## config.mk

```make
export PLATFORM = sky130hd
export DESIGN_NAME = bp_update_queue_flat
export DESIGN_NICKNAME = d
export VERILOG_FILES = /design/src/rtl/bp_update_queue_if.sv /design/src/rtl/bp_update_queue.sv /design/src/flat_wrapper.sv
export SDC_FILE = /design/constraint.sdc
export NUM_CORES = 1
export LEC_CHECK = 0
export CORE_ASPECT_RATIO = 0.7
export CORE_MARGIN = 2
export CORE_UTILIZATION = 30
export CTS_BUF_LIST = sky130_fd_sc_hd__clkbuf_8
export CTS_CLUSTER_DIAMETER = 60
export DETAILED_ROUTE_END_ITERATION = 8
export GPL_ROUTABILITY_DRIVEN = 0
export SLEW_MARGIN = 20
export SYNTH_ARGS = -nofsm -noshare
export SYNTH_HDL_FRONTEND = slang
export SYNTH_SLANG_ARGS = --single-unit
export TNS_END_PERCENT = 30
```

## constraint.sdc

```tcl
create_clock -name clk_i -period 6 [get_ports clk_i]
set_input_delay 1.2 -clock clk_i [delete_from_list [all_inputs] [get_ports clk_i]]
set_output_delay 1.2 -clock clk_i [all_outputs]
set_load 0.03 [all_outputs]
```

## src/rtl/bp_update_queue_if.sv

```systemverilog
// Handshake bundle between the execute-stage resolver, the update queue and the branch predictor.
// slave = queue side, master = producer/consumer side.
interface bp_update_queue_if #(
   parameter int DEPTH      = 4,
   parameter int ADDR_WIDTH = 32
);
   localparam int CNT_W = $clog2(DEPTH + 1);

   logic                  enq_valid_i;
   logic                  enq_ready_o;
   logic [ADDR_WIDTH-1:0] enq_pc_i;
   logic                  enq_taken_i;
   logic [ADDR_WIDTH-1:0] enq_target_i;
   logic                  enq_is_branch_i;
   logic                  enq_is_jal_i;
   logic                  enq_is_jalr_i;
   logic [ADDR_WIDTH-1:0] enq_link_i;
   logic                  flush_i;
   logic                  bp_ready_i;
   logic                  update_o;
   logic [ADDR_WIDTH-1:0] update_pc_o;
   logic [ADDR_WIDTH-1:0] actual_target_o;
   logic [ADDR_WIDTH-1:0] jal_target_o;
   logic                  actual_taken_o;
   logic                  is_branch_o;
   logic                  is_jal_o;
   logic                  is_jalr_o;
   logic [CNT_W-1:0]      count_o;

   modport slave (
      input  enq_valid_i, enq_pc_i, enq_taken_i, enq_target_i,
             enq_is_branch_i, enq_is_jal_i, enq_is_jalr_i, enq_link_i,
             flush_i, bp_ready_i,
      output enq_ready_o, update_o, update_pc_o, actual_target_o, jal_target_o,
             actual_taken_o, is_branch_o, is_jal_o, is_jalr_o, count_o
   );

   modport master (
      output enq_valid_i, enq_pc_i, enq_taken_i, enq_target_i,
             enq_is_branch_i, enq_is_jal_i, enq_is_jalr_i, enq_link_i,
             flush_i, bp_ready_i,
      input  enq_ready_o, update_o, update_pc_o, actual_target_o, jal_target_o,
             actual_taken_o, is_branch_o, is_jal_o, is_jalr_o, count_o
   );
endinterface

```

## src/rtl/bp_update_queue.sv

```systemverilog
// Branch-predictor update queue: in-order circular FIFO, 1-cycle latency (0 when BP_UPDQ_BYPASS_EN bypasses an empty queue).
// Backpressure: enq_ready_o drops only when full; the head and all update fields hold while bp_ready_i is low.
module bp_update_queue #(
   parameter int DEPTH      = 4,
   parameter int ADDR_WIDTH = 32
) (
   input  logic              clk_i,
   input  logic              rst_i,
   bp_update_queue_if.slave  bus
);
   localparam int PTR_W = (DEPTH > 1) ? $clog2(DEPTH) : 1;
   localparam int CNT_W = $clog2(DEPTH + 1);

   typedef struct packed {
      logic [ADDR_WIDTH-1:0] pc;
      logic [ADDR_WIDTH-1:0] target;
      logic [ADDR_WIDTH-1:0] link;
      logic                  taken;
      logic                  is_branch;
      logic                  is_jal;
      logic                  is_jalr;
   } entry_t;

   entry_t           mem_q [DEPTH];
   logic [PTR_W-1:0] rd_ptr_q, rd_ptr_d;
   logic [PTR_W-1:0] wr_ptr_q, wr_ptr_d;
   logic [CNT_W-1:0] count_q, count_d;

   entry_t enq_entry;
   entry_t out_entry;
   logic   has_class;
   logic   enq_ready;
   logic   enq_fire;
   logic   head_vld;
   logic   deq;
   logic   bypass;
   logic   store;

   always_comb begin
      enq_entry.pc        = bus.enq_pc_i;
      enq_entry.target    = bus.enq_target_i;
      enq_entry.link      = bus.enq_link_i;
      enq_entry.taken     = bus.enq_taken_i;
      enq_entry.is_branch = bus.enq_is_branch_i;
      enq_entry.is_jal    = bus.enq_is_jal_i;
      enq_entry.is_jalr   = bus.enq_is_jalr_i;

      has_class = bus.enq_is_branch_i | bus.enq_is_jal_i | bus.enq_is_jalr_i;
      enq_ready = (count_q < CNT_W'(DEPTH));
      // Classless handshakes complete on the interface but never touch state.
      enq_fire  = bus.enq_valid_i && enq_ready && !bus.flush_i && has_class;

      head_vld  = (count_q != '0) && !rst_i;
      deq       = head_vld && bus.bp_ready_i && !bus.flush_i;
`ifdef BP_UPDQ_BYPASS_EN
      bypass    = enq_fire && (count_q == '0) && bus.bp_ready_i && !rst_i;
`else
      bypass    = 1'b0;
`endif
      store     = enq_fire && !bypass;

      out_entry = '0;
      if (head_vld) begin
         out_entry = mem_q[rd_ptr_q];
      end else if (bypass) begin
         out_entry = enq_entry;
      end
   end

   always_comb begin
      rd_ptr_d = rd_ptr_q;
      wr_ptr_d = wr_ptr_q;
      count_d  = count_q;
      if (bus.flush_i) begin
         rd_ptr_d = '0;
         wr_ptr_d = '0;
         count_d  = '0;
      end else begin
         if (store) begin
            wr_ptr_d = wr_ptr_q + 1'b1;
         end
         if (deq) begin
            rd_ptr_d = rd_ptr_q + 1'b1;
         end
         case ({store, deq})
            2'b10:   count_d = count_q + 1'b1;
            2'b01:   count_d = count_q - 1'b1;
            default: count_d = count_q;
         endcase
      end
   end

   always_ff @(posedge clk_i) begin
      if (rst_i) begin
         rd_ptr_q <= '0;
         wr_ptr_q <= '0;
         count_q  <= '0;
      end else begin
         rd_ptr_q <= rd_ptr_d;
         wr_ptr_q <= wr_ptr_d;
         count_q  <= count_d;
      end
   end

   // Storage is not reset; occupancy alone decides what is visible.
   always_ff @(posedge clk_i) begin
      if (store) begin
         mem_q[wr_ptr_q] <= enq_entry;
      end
   end

   assign bus.enq_ready_o     = enq_ready;
   assign bus.update_o        = deq | bypass;
   assign bus.update_pc_o     = out_entry.pc;
   assign bus.actual_target_o = out_entry.target;
   assign bus.jal_target_o    = out_entry.link;
   assign bus.actual_taken_o  = out_entry.taken;
   assign bus.is_branch_o     = out_entry.is_branch;
   assign bus.is_jal_o        = out_entry.is_jal;
   assign bus.is_jalr_o       = out_entry.is_jalr;
   assign bus.count_o         = count_q;

endmodule

```

## src/flat_wrapper.sv

```systemverilog
// flat-port wrapper written by rule: the top's interface ports become plain ports
module bp_update_queue_flat 
#(
   parameter int DEPTH      = 4,
   parameter int ADDR_WIDTH = 32
)
  (clk_i, rst_i, bus_enq_valid_i, bus_enq_pc_i, bus_enq_taken_i, bus_enq_target_i, bus_enq_is_branch_i, bus_enq_is_jal_i, bus_enq_is_jalr_i, bus_enq_link_i, bus_flush_i, bus_bp_ready_i, bus_enq_ready_o, bus_update_o, bus_update_pc_o, bus_actual_target_o, bus_jal_target_o, bus_actual_taken_o, bus_is_branch_o, bus_is_jal_o, bus_is_jalr_o, bus_count_o);
  bp_update_queue_if #(.DEPTH(DEPTH), .ADDR_WIDTH(ADDR_WIDTH)) bus_i ();
  input  logic clk_i;
  input  logic rst_i;
  input wire logic [$bits(bus_i.enq_valid_i)-1:0] bus_enq_valid_i;
  input wire logic [$bits(bus_i.enq_pc_i)-1:0] bus_enq_pc_i;
  input wire logic [$bits(bus_i.enq_taken_i)-1:0] bus_enq_taken_i;
  input wire logic [$bits(bus_i.enq_target_i)-1:0] bus_enq_target_i;
  input wire logic [$bits(bus_i.enq_is_branch_i)-1:0] bus_enq_is_branch_i;
  input wire logic [$bits(bus_i.enq_is_jal_i)-1:0] bus_enq_is_jal_i;
  input wire logic [$bits(bus_i.enq_is_jalr_i)-1:0] bus_enq_is_jalr_i;
  input wire logic [$bits(bus_i.enq_link_i)-1:0] bus_enq_link_i;
  input wire logic [$bits(bus_i.flush_i)-1:0] bus_flush_i;
  input wire logic [$bits(bus_i.bp_ready_i)-1:0] bus_bp_ready_i;
  output wire logic [$bits(bus_i.enq_ready_o)-1:0] bus_enq_ready_o;
  output wire logic [$bits(bus_i.update_o)-1:0] bus_update_o;
  output wire logic [$bits(bus_i.update_pc_o)-1:0] bus_update_pc_o;
  output wire logic [$bits(bus_i.actual_target_o)-1:0] bus_actual_target_o;
  output wire logic [$bits(bus_i.jal_target_o)-1:0] bus_jal_target_o;
  output wire logic [$bits(bus_i.actual_taken_o)-1:0] bus_actual_taken_o;
  output wire logic [$bits(bus_i.is_branch_o)-1:0] bus_is_branch_o;
  output wire logic [$bits(bus_i.is_jal_o)-1:0] bus_is_jal_o;
  output wire logic [$bits(bus_i.is_jalr_o)-1:0] bus_is_jalr_o;
  output wire logic [$bits(bus_i.count_o)-1:0] bus_count_o;
  assign bus_i.enq_valid_i = bus_enq_valid_i;
  assign bus_i.enq_pc_i = bus_enq_pc_i;
  assign bus_i.enq_taken_i = bus_enq_taken_i;
  assign bus_i.enq_target_i = bus_enq_target_i;
  assign bus_i.enq_is_branch_i = bus_enq_is_branch_i;
  assign bus_i.enq_is_jal_i = bus_enq_is_jal_i;
  assign bus_i.enq_is_jalr_i = bus_enq_is_jalr_i;
  assign bus_i.enq_link_i = bus_enq_link_i;
  assign bus_i.flush_i = bus_flush_i;
  assign bus_i.bp_ready_i = bus_bp_ready_i;
  assign bus_enq_ready_o = bus_i.enq_ready_o;
  assign bus_update_o = bus_i.update_o;
  assign bus_update_pc_o = bus_i.update_pc_o;
  assign bus_actual_target_o = bus_i.actual_target_o;
  assign bus_jal_target_o = bus_i.jal_target_o;
  assign bus_actual_taken_o = bus_i.actual_taken_o;
  assign bus_is_branch_o = bus_i.is_branch_o;
  assign bus_is_jal_o = bus_i.is_jal_o;
  assign bus_is_jalr_o = bus_i.is_jalr_o;
  assign bus_count_o = bus_i.count_o;
  bp_update_queue #(.DEPTH(DEPTH), .ADDR_WIDTH(ADDR_WIDTH)) u_core (.clk_i(clk_i), .rst_i(rst_i), .bus(bus_i));
endmodule
```

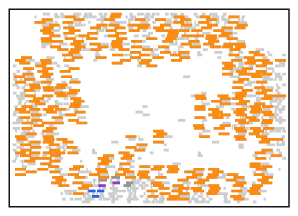
ff_map.png
Scale: 1 px per um.
legend:
  u_core.bus.count_o:
    colour: blue
    placed_flops: 3
  u_core.mem_q:
    colour: orange
    placed_flops: 400
    where: widely spread
  u_core.rd_ptr_q:
    colour: purple
    placed_flops: 2
sequential cell area: 0.0122 mm^2
flop share of the area: 61.4%
Seq. pwr: 3.19 mW

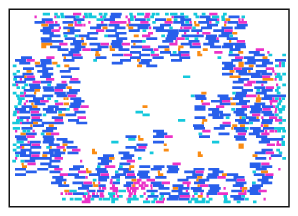
class_map.png
Scale: 1 px per um.
legend:
  remaining logic cells:
    colour: magenta
    cells: 250
  registers:
    colour: blue
    cells: 409
  remaining buffers and delay cells:
    colour: cyan
    cells: 217
  clock drivers and dummy loads:
    colour: orange
    cells: 119
share of the core filled with cells: 38.1%
row count: 70
Post-Layout Inst Area: 0.0199 mm^2
core area: 0.0521 mm^2

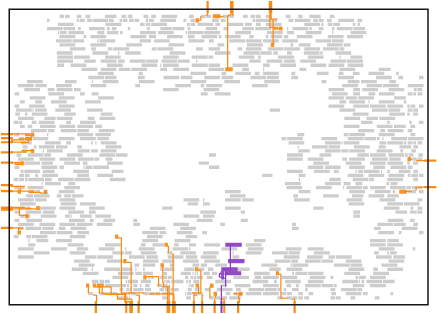
port_trees.png
Scale: 1.5 px per um.
legend:
  bus_update_pc_o:
    colour: orange
    bits: 32
    direction: output
    end_cells: 32
    buffers: 32
    wire: 721 um
  bus_enq_is_jalr_i:
    colour: purple
    bits: 1
    direction: input
    end_cells: 6
    buffers: 1
    wire: 55.9 um
I/O Pins: 210
Port Buffer Count: 209

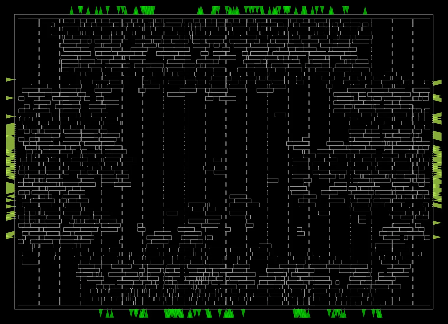
placed.png
fill count: 4726
n_taps: 684

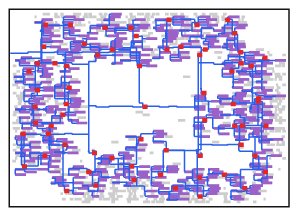
clock_wires.png
Scale: 1 px per um.
legend:
  clock wires:
    colour: blue
    length: 5430 um
  clock-net drivers:
    colour: red
    count: 67
  flip-flops:
    colour: purple
    count: 409
flops lie: widely spread
Setup Skew: 23.2 ps
Skew-Pair Late Insertion Delay: 620 ps
clock group power: 2.29 mW
clock network fraction of total power: 40.1%

==> results_slide.txt <==
Physical Implementation Snapshot

Yosys
  • Synth area leader: edfxtp_1
  • Ys cells: 693
  • Sequential share of the synthesized area: 77.2%
  • Synthesized Nets: 804
  • Complex Gates by Area: 0.420%
  • Simple-Gate Area Share: 5.25%
  • Syn Area/Cell: 22.8 um^2
  • Ys async rst share: 0%
  • Synth top cell by count: edfxtp_1
  • Post-synth area hogs: edfxtp_1, mux4_2, nor2b_1

Global route
  • Global-route wire length before repair: 49000 um
  • Pin count of the biggest net entering global routing: 104
  • GRT overflow: 0

Clock tree
  • CTS Buffer Depth: 3
  • CTS tree: yes
  • Num Clock Sinks: 409
  • Clock Pin Slew Worst Setup and Hold Paths: 60 ps
  • H-tree Lvls: 3
  • Postcts setup bufs: 0

Power and ir drop
  • Sw frac: 21.2%
  • Gate power share: 4.3%
  • Leak: 6.06 nW

STA
  • Fmax: 224 MHz
  • Final hold violation count: 0
  • Max-slew headroom: 38.6%
  • RSZ-0062 raised after global routing: false

Worst setup path
  • Crit path max-delay cell type: dfxtp_4
  • CP peak stage delay: 840 ps
  • Cell depth of the worst flop-to-flop path: 10
  • Critical-path cell list: buf_12 -> mux4_2 -> nor2b_1 -> clkdlybuf4s50_1
  • Startpoint types: flop
  • CP max FO: 38
  • WP depth: 4

Status
  • Outcome: finished, final reports clean

Cells and area
  • Largest register FFs: 400
  • Most numerous logic cell after layout: edfxtp_1
  • Layout Nets: 1056
  • Most frequent cells in the layout: edfxtp_1, clkdlybuf4s50_1, mux4_2

Routing
  • Per-cell routed wire length: 19.2 um
  • Via-to-Cell Ratio: 4.49
  • Via count: 7548

Job
  • Tool warnings: 32

Floorplan
  • Fp_density: 30.3%
  • Die ar.: 0.0545 mm^2

Min path
  • Hold Path Class: reg -> reg
## layer usage
metal | up-vias | share of wire (%) | routed length, um | track usage [%]
li1 | 3348 | - | - | -
met1 | 3942 | 44 | 14300 | 15.7
met2 | 193 | 47 | 15300 | 18.8
met3 | 63 | 6.0 | 1930 | 3.93
met4 | 2 | 2.2 | 725 | 4.40
met5 | - | 0.040 | 13 | 0
## final timing paths
check                     endpoint  slack [ps]                  start
max            bus_update_pc_o[26]        1530                   flop
min                           flop         490     u_core.rd_ptr_q[1]
max reg2reg  u_core.bus.count_o[2]        3250  u_core.bus.count_o[2]
min reg2reg                   flop         490     u_core.rd_ptr_q[1]
## power groups by stage
stage	Sequential (mW)	Combinational (mW)	Clock, mW
after global routing	3.19	0.261	2.51
after global placement	3.25	0.242	0
after floorplan	3.25	0.100	0
after CTS	3.19	0.248	2.40
after detailed placement	3.25	0.247	0
final	3.19	0.243	2.29
## layout make-up
class / count / area, um^2 / area share, %
clock inverters: 50 / 304 / 1.53
diodes: 1 / 2.50 / 0.0126
clock buffers: 69 / 950 / 4.78
inverters: 8 / 30.0 / 0.151
flip-flops and latches: 409 / 12200 / 61.4
multi-input cells: 242 / 3270 / 16.5
repair buffers: 217 / 2250 / 11.3
well taps: 684 / 856 / 4.31
## through the flow
step | cell area [um^2] | util [%] | hold slack, ps | total power [mW] | setup slack [ps]
after global routing | 19900 | 38.1 | 543 | 5.96 | 1250
after global placement | 18600 | 35.7 | 463 | 3.49 | 1550
final | 19900 | 38.1 | 490 | 5.72 | 1530
after detailed placement | 18600 | 35.7 | 486 | 3.49 | 1490
after CTS | 19900 | 38.1 | 495 | 5.83 | 1310
after floorplan | 15800 | - | 459 | 3.35 | 1530
## tightest hold or removal path, stage by stage, from the launching register on
cell and delay (ps):
dfxtp_1 300, o21ai_0 70, a21oi_1 70
Power and IR drop assume default switching activity.
